--- src/rtl/led_pattern_gen.sv ---
`default_nettype none
// ============================================================================
//  Module      : led_pattern_gen
//  Description : Multi-channel LED pattern generator. A modulo prescaler
//                divides clk down to an exact TICK_HZ pulse. Each channel
//                independently runs OFF, ON, BLINK (programmable half-period
//                in ticks) or BREATHE (triangle-wave PWM brightness).
//
//  Ports
//    clk         system clock, from the PLL output
//    reset       synchronous, active-high reset (PLL not-locked, synchronised)
//    cfg_we      single-cycle configuration write strobe
//    cfg_ch      target channel index of the write
//    cfg_mode    new mode (0 OFF, 1 ON, 2 BLINK, 3 BREATHE)
//    cfg_period  new period, in ticks (a stored 0 behaves as 1)
//    tick        one-cycle pulse at TICK_HZ
//    led         registered LED drive, 1 = lit
//
//  Revision    : 1.0 - initial release
// ============================================================================
module led_pattern_gen #(
    parameter int CLK_HZ       = 24000000,
    parameter int TICK_HZ      = 1000,
    parameter int CHANNELS     = 3,
    parameter int PWM_BITS     = 8,
    parameter int PER_BITS     = 16,
    parameter int RESET_MODE   = 2,
    parameter int RESET_PERIOD = 500,
    localparam int c_CH_W      = (CHANNELS > 1) ? $clog2(CHANNELS) : 1
) (
    input  logic                clk,
    input  logic                reset,
    input  logic                cfg_we,
    input  logic [c_CH_W-1:0]   cfg_ch,
    input  logic [1:0]          cfg_mode,
    input  logic [PER_BITS-1:0] cfg_period,
    output logic                tick,
    output logic [CHANNELS-1:0] led
);

    // ------------------------------------------------------------------------
    // Constants
    // ------------------------------------------------------------------------
    localparam int                  c_DIV       = CLK_HZ / TICK_HZ;
    localparam int                  c_PRE_W     = $clog2(c_DIV);
    localparam logic [c_PRE_W-1:0]  c_PRE_LAST  = c_PRE_W'(c_DIV - 1);
    localparam logic [PWM_BITS-1:0] c_LEVEL_MAX = '1;
    localparam logic [PER_BITS-1:0] c_RST_PER   = PER_BITS'(RESET_PERIOD);

    typedef enum logic [1:0] {
        MODE_OFF     = 2'd0,
        MODE_ON      = 2'd1,
        MODE_BLINK   = 2'd2,
        MODE_BREATHE = 2'd3
    } mode_t;

    localparam mode_t c_RST_MODE = mode_t'(2'(RESET_MODE));

    // ------------------------------------------------------------------------
    // Prescaler, tick pulse and shared PWM counter
    // ------------------------------------------------------------------------
    logic [c_PRE_W-1:0]  r_presc;
    logic                r_tick;
    logic [PWM_BITS-1:0] r_pwm;
    logic [CHANNELS-1:0] w_led;

    always_ff @(posedge clk) begin
        if (reset) begin
            r_presc <= '0;
            r_tick  <= 1'b0;
            r_pwm   <= '0;
        end else begin
            // Modulo count: exactly DIV cycles per tick, no trimmed offsets.
            r_presc <= (r_presc == c_PRE_LAST) ? '0 : r_presc + 1'b1;
            r_tick  <= (r_presc == c_PRE_LAST);
            r_pwm   <= r_pwm + 1'b1;
        end
    end

    assign tick = r_tick;
    assign led  = w_led;

    // ------------------------------------------------------------------------
    // Per-channel pattern engines. Each channel consumes the registered tick,
    // so the channel update happens on the edge that closes the tick cycle.
    // ------------------------------------------------------------------------
    for (genvar gi = 0; gi < CHANNELS; gi++) begin : g_ch
        mode_t               r_mode;
        mode_t               w_mode_nxt;
        logic [PER_BITS-1:0] r_period;
        logic [PER_BITS-1:0] w_period_nxt;
        logic [PER_BITS-1:0] r_phase;
        logic [PER_BITS-1:0] w_phase_nxt;
        logic [PER_BITS-1:0] w_p_last;
        logic [PER_BITS-1:0] w_phase_step;
        logic [PWM_BITS-1:0] r_level;
        logic [PWM_BITS-1:0] w_level_nxt;
        logic                r_dir_down;
        logic                w_dir_nxt;
        logic                r_led;
        logic                w_led_nxt;
        logic                w_sel;
        logic                w_wrap;

        // Indices >= CHANNELS never match any channel, so invalid writes
        // fall through with no side effects.
        assign w_sel        = cfg_we && (cfg_ch == c_CH_W'(gi));

        // Effective period max(period,1): last phase value is P-1.
        assign w_p_last     = (r_period == '0) ? '0 : r_period - 1'b1;
        assign w_wrap       = r_tick && (r_phase == w_p_last);
        assign w_phase_step = w_wrap ? '0 : r_phase + 1'b1;

        always_comb begin
            w_mode_nxt   = r_mode;
            w_period_nxt = r_period;
            w_phase_nxt  = r_phase;
            w_level_nxt  = r_level;
            w_dir_nxt    = r_dir_down;
            w_led_nxt    = r_led;

            if (w_sel) begin
                // A write wins over a coincident tick for this channel.
                w_mode_nxt   = mode_t'(cfg_mode);
                w_period_nxt = cfg_period;
                w_phase_nxt  = '0;
                w_level_nxt  = '0;
                w_dir_nxt    = 1'b0;
                // OFF, BLINK and BREATHE (level 0) all start dark.
                w_led_nxt    = (mode_t'(cfg_mode) == MODE_ON);
            end else begin
                case (r_mode)
                    MODE_OFF: begin
                        w_led_nxt = 1'b0;
                    end
                    MODE_ON: begin
                        w_led_nxt = 1'b1;
                    end
                    MODE_BLINK: begin
                        if (r_tick) begin
                            w_phase_nxt = w_phase_step;
                        end
                        if (w_wrap) begin
                            w_led_nxt = ~r_led;
                        end
                    end
                    MODE_BREATHE: begin
                        w_led_nxt = (r_pwm < r_level);
                        if (r_tick) begin
                            w_phase_nxt = w_phase_step;
                        end
                        // At either end the wrap is spent turning around,
                        // so the extremes are held for one extra wrap.
                        if (w_wrap) begin
                            if (!r_dir_down) begin
                                if (r_level == c_LEVEL_MAX) begin
                                    w_dir_nxt = 1'b1;
                                end else begin
                                    w_level_nxt = r_level + 1'b1;
                                end
                            end else begin
                                if (r_level == '0) begin
                                    w_dir_nxt = 1'b0;
                                end else begin
                                    w_level_nxt = r_level - 1'b1;
                                end
                            end
                        end
                    end
                    default: begin
                        w_led_nxt = 1'b0;
                    end
                endcase
            end
        end

        always_ff @(posedge clk) begin
            if (reset) begin
                r_mode     <= c_RST_MODE;
                r_period   <= c_RST_PER;
                r_phase    <= '0;
                r_level    <= '0;
                r_dir_down <= 1'b0;
                r_led      <= 1'b0;
            end else begin
                r_mode     <= w_mode_nxt;
                r_period   <= w_period_nxt;
                r_phase    <= w_phase_nxt;
                r_level    <= w_level_nxt;
                r_dir_down <= w_dir_nxt;
                r_led      <= w_led_nxt;
            end
        end

        assign w_led[gi] = r_led;
    end

endmodule
`default_nettype wire
--- config.mk ---
export PLATFORM = sky130hd
export DESIGN_NAME = led_pattern_gen
export DESIGN_NICKNAME = d
export VERILOG_FILES = /design/src/rtl/led_pattern_gen.sv
export SDC_FILE = /design/constraint.sdc
export NUM_CORES = 1
export LEC_CHECK = 0
export CAP_MARGIN = 40
export CORE_UTILIZATION = 50
export DETAILED_ROUTE_END_ITERATION = 10
export PLACE_DENSITY = 0.67
export SLEW_MARGIN = 15
export SYNTH_ARGS = -nofsm -noshare
export SYNTH_HDL_FRONTEND = slang
export SYNTH_SLANG_ARGS = --single-unit
export TNS_END_PERCENT = 5
--- constraint.sdc ---
create_clock -name clk -period 4.72 [get_ports clk]
set_clock_uncertainty 0.05 [all_clocks]
set_input_delay 0.944 -clock clk [delete_from_list [all_inputs] [get_ports clk]]
set_output_delay 0.944 -clock clk [all_outputs]
set_load 0.02 [all_outputs]
**M1 wires**

The bar under the picture is 50 µm long. Supply wires on this layer in grey.
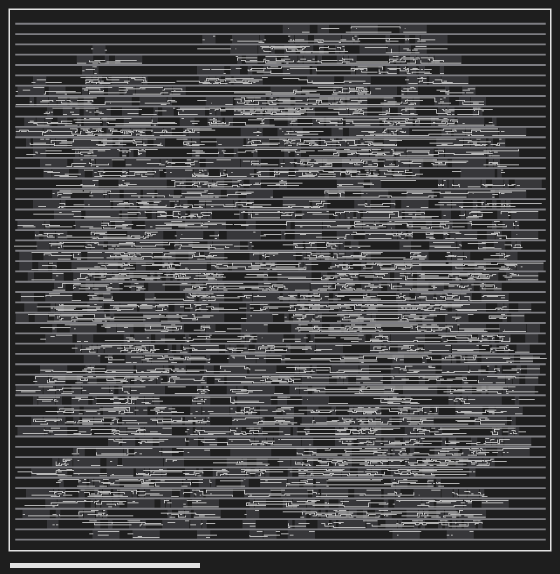
The longest straight run is 40.0 µm. The wires run mostly horizontal. The layer holds 49% of the routed length. The layer carries 11500 µm of wire.
total vias in the final route: 8617
Final Routed Wirelength: 23.3 mm

**Zoomed window**

The bar under the picture is 10 µm long. Region (51, 23) to (91, 63) µm. Cells in grey, sequential cells in the stronger grey; small squares are vias.
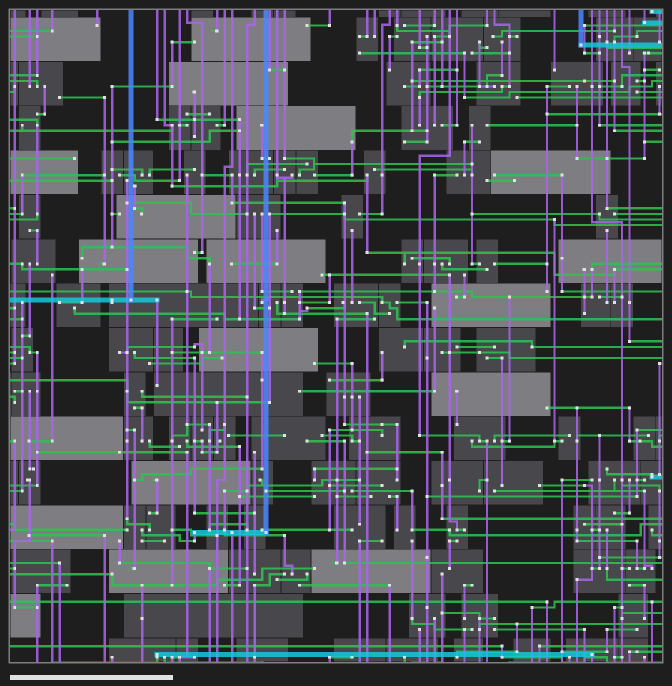
M4: marked blue. M2: marked purple. M1: marked green. M3: marked cyan.
Sequential cells in the window: 18. Netlist names of flops here include `g_ch.r_period` (13), `g_ch.r_mode` (3). Most frequent: nand2_1 (28), dfxtp_1 (18), nand3b_1 (9). 115 logic cells have their middle in the window.

==> run notes <==
The flow ran to the end, and the final reports show no timing, DRC or antenna violations. The tools report the cell chosen for the clock root as clkbuf_16. Registers are responsible for 44.5% of the overall power.

For this design, the CTS-stage hold fixing added 0 buffers. Detailed placement finished with a half-perimeter wire length of 17.2 mm. The gate-level netlist out of Yosys references 76 unique cell types.

After layout, the design draws a total of 0.00312 W. The logs give 20300 µm² for the total die size and 1255 for the number of cells in the yosys synthesis report. The post-synth count of flops with an enable pin is 0. Looking at the reg2reg group, the worst path starts from g_ch[1].r_period[0]$_SDFFE_PP0P_.

The most numerous cell type found on the critical path is or4_1. The chip area line in the Yosys stat output reads 9850 µm². For reference, the placement row count at floorplan is 50. Per the hold report, the tightest min-delay path originates at r_presc[0]$_SDFF_PP0_. Static timing analysis puts the maximum clock frequency at 244 MHz.

The stage delay of the slowest cell on the critical path was 0.75 ns; the CTS sink count was 156. CTS built an H-tree with a depth of 4. The clock reaches the later pin of the worst-skew pair after 0.43 ns. According to the floorplan report, the die width is 142 µm. In this run the count of I/O pins placed on the die edge is 27. With the pin count of the biggest net entering global routing at 32, the number of violations reported at the end of detailed-routing iteration 0 is 537. In the CTS report, the clock slew at the register clock pins of the worst setup and hold paths is listed as 0.07 ns. Summing the areas of all fa, ha and maj instances in the mapped netlist gives 6.58% of the synthesized area. The largest registers in the layout are g_ch.r_period x48, g_ch.r_phase x48, g_ch.r_level x24. Counting flops with an async set or reset pin after synthesis yields a share of 0%. The timing report attributes the biggest portion of critical-path delay to simple AND/OR/NAND/NOR gates. The critical path in this run is classified as flip-flop to flip-flop. In this run the deepest clock path goes through 2 buffers. The final timing report derives a shortest allowable period of 4.10 ns.

The run gives 142 µm for the height of the chip. The reported net switching power is 0.000774 W. The basic-gate share of the synthesized area counting and, or, nand and nor cells came out at 30.6%. In the final report, the number of hold violations comes to 0. The run gives 26 for the number of buffer cells added on primary ports. Compared with the post-synthesis result, the final layout area differs by 10.8%.

The number of antenna-violating nets in the routed design came out at 0. The number of nets in the synthesized netlist came out at 1328. The wire length per cell was 15.3 µm; the count of tool warnings was 26.

Synthesis handed over a netlist of 1255 instances. The synthesis run shows multiplexers occupying 3.30% of the cell area. After detailed routing, the number of vias per cell comes to 5.65. For this run, the script counts the antenna cells in the layout as 0. The switching portion of total power comes to 24.9%.

Power share of the combinational group: 7.6%. The area of the core region came out at 19000 µm². For reference, the top cells by count after synthesis are 175 x nand2_1, 156 x dfxtp_1, 135 x nor2_1, 74 x a21oi_1, 62 x xnor2_1. Global routing consumed, over all layers together, 24.2% of the routing resources. TritonCTS built the clock tree. Post-CTS repair ended up resizing 0 cells. Dominant kind of combinational cell: simple AND/OR/NAND/NOR gates. The worst setup path is launched from a flip-flop. The post-CTS setup-driven buffer insertion count is 0. The sequential share of the synthesized area is 31.7%, and the slack of the worst reg-to-reg path is 0.62 ns. For the data required time at the worst endpoint, the log shows 4.96 ns. Initial cell density of the core: 51.8%.

The fraction of power consumed by the clock network was 48.0%. Setup repair after global routing left no endpoint under its margin. The run gives 10.7% for the area fraction in xor and xnor cells. The tools report the endpoint of the lowest-slack register-to-register path as g_ch[1].r_phase[9]$_SDFFE_PP0P_.

The fraction of final layout cells sized beyond drive strength 1 was 5.14%. The number of clock buffers added by TritonCTS is 17. Summed over all failing endpoints, the final setup total negative slack is 0 ns.

The most critical min-delay path falls under flip-flop to flip-flop. Hold analysis lists the worst path endpoint as r_presc[0]$_SDFF_PP0_. Number of warnings issued by yosys: 0.

The number of cells on the worst reg-to-reg path is 11. Per the run summary, max-cap violations total 0. Number of design rule violations left after detail routing: 0. The run gives 31.7% for the share of Yosys cell area claimed by the top area cell type.

Last weighted congestion value of the routability-driven placer: 0.897. Walking the worst path, the cells encountered are inv_1 > ha_1 > or3b_1 > or2_2 > or4_1 > xor2_1 > a31oi_1 > o32a_1 > or4_1 > o21ai_2 > nor2_1. Category of the worst setup path capture point: a flip-flop. The internal power of the cells totals 0.00234 W. Looking at the VDD voltage map, the peak drop is 0.242 mV.

The compound-gate portion of the synthesized area is 12.6%. The run gives 1324 as the post-layout net count. The total iterations of the first detailed-routing run is 6.

The number of global-route vias before repair was 7890; the mean instance size in the synthesized netlist was 7.85 µm². Of all nets on the critical path, the largest fanout is 14. The final timing report counts setup violations totalling 0. The first global-routing pass estimated 39.0 mm of wire.
**Drive-strength map**

The bar under the picture is 50 µm long.
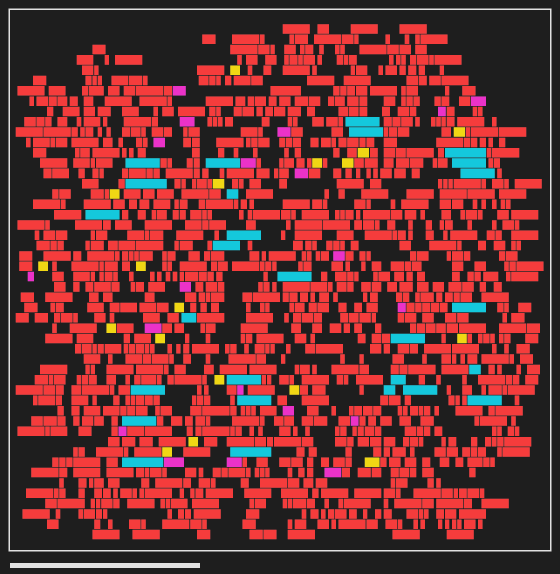
x2: marked magenta, cells 20, share 1.6%, most used or2_2. x1 and smaller: marked red, cells 1199, share 95%, most used nand2_1. x6 and larger: marked cyan, cells 27, share 2.1%, most used clkbuf_16. x3 and x4: marked yellow, cells 18, share 1.4%, most used buf_4.

==> cell usage in the layout, fill, tap and decap left out, types with 5 or more instances in the layout <==
master           count
nor3b_1              6
clkdlybuf4s50_1     25
a21o_1              10
xnor2_1             62
clkbuf_16           17
a21oi_1             74
and4_1               5
or4_1               11
mux2i_1             28
nand2_1            175
dfxtp_1            156
nand2b_1            17
o21ai_0             39
a211oi_1             5
nand4_1             29
nand3b_1            27
and3_1              19
nand3_1             35
buf_4               11
or3_1               22
nor2_1             135
xor2_1              56
nor2b_1             19
o32ai_1              6
ha_1                47
nor4_1              21
nor4b_1              5
nand4b_1             6
nor3_1              31
inv_1               49
==> cell families after synthesis <==
kind of cell / count (synthesis)
and+or+nand+nor: 593
AOI/OAI and AO/OA: 195
DFF: 156
xor gates and xnor gates: 119
buffers and inverters: 110
adders and majority gates: 50
muxes: 32
==> power groups by stage <==
stage / combinational, W / sequential, W / clock (W)
after floorplan: 0.000175 / 0.00139 / 0
after global placement: 0.000230 / 0.00141 / 0
after detailed placement: 0.000233 / 0.00141 / 0
after CTS: 0.000235 / 0.00138 / 0.00151
after global routing: 0.000261 / 0.00139 / 0.00157
final: 0.000236 / 0.00138 / 0.00149
==> layout make-up <==
class | count | area (µm²) | share of cell area, %
Multi-Input combinational cell | 989 | 6300 | 57.7
Sequential cell | 156 | 3120 | 28.6
Clock buffer | 17 | 425 | 3.90
Timing Repair Buffer | 38 | 349 | 3.20
Tap cell | 260 | 325 | 2.98
Clock inverter | 15 | 213 | 1.95
Inverter | 49 | 184 | 1.68
==> worst max-delay path by stage <==
stage                                            endpoint  cells past startpoint  slack (ns)                        startpoint
final                     g_ch[1].r_phase[9]$_SDFFE_PP0P_                     11        0.62  g_ch[1].r_period[0]$_SDFFE_PP0P_
after global placement    g_ch[1].r_phase[9]$_SDFFE_PP0P_                     11        0.74  g_ch[1].r_period[0]$_SDFFE_PP0P_
after detailed placement  g_ch[1].r_phase[9]$_SDFFE_PP0P_                     11        0.64  g_ch[1].r_period[0]$_SDFFE_PP0P_
after floorplan           g_ch[1].r_phase[5]$_SDFFE_PP0P_                     14        1.19  g_ch[1].r_period[0]$_SDFFE_PP0P_
after CTS                 g_ch[1].r_phase[9]$_SDFFE_PP0P_                     11        0.63  g_ch[1].r_period[0]$_SDFFE_PP0P_
after global routing      g_ch[1].r_phase[8]$_SDFFE_PP0P_                     11        0.29  g_ch[1].r_period[0]$_SDFFE_PP0P_
==> layer usage <==
layer | GRT usage, % | vias to the layer above | routed length [µm]
li1 | - | 4383 | -
met3 | 3.94 | 27 | 962
met5 | 0 | - | 0
met2 | 38.0 | 166 | 10500
met1 | 33.9 | 4041 | 11500
met4 | 7.02 | 0 | 348
==> per-stage QoR <==
stage	setup slack, ns	utilization, %	area [µm²]	std cells	hold WS, ns
after floorplan	1.19	-	9850	1255	0.380
after global placement	0.739	53.9	10300	1490	0.395
after detailed placement	0.638	54.0	10300	1491	0.396
after CTS	0.632	57.3	10900	1523	0.413
after global routing	0.289	57.4	10900	1524	0.444
final	0.622	57.4	10900	1524	0.415
No activity file was given, so power comes from the tool's default toggle rates.
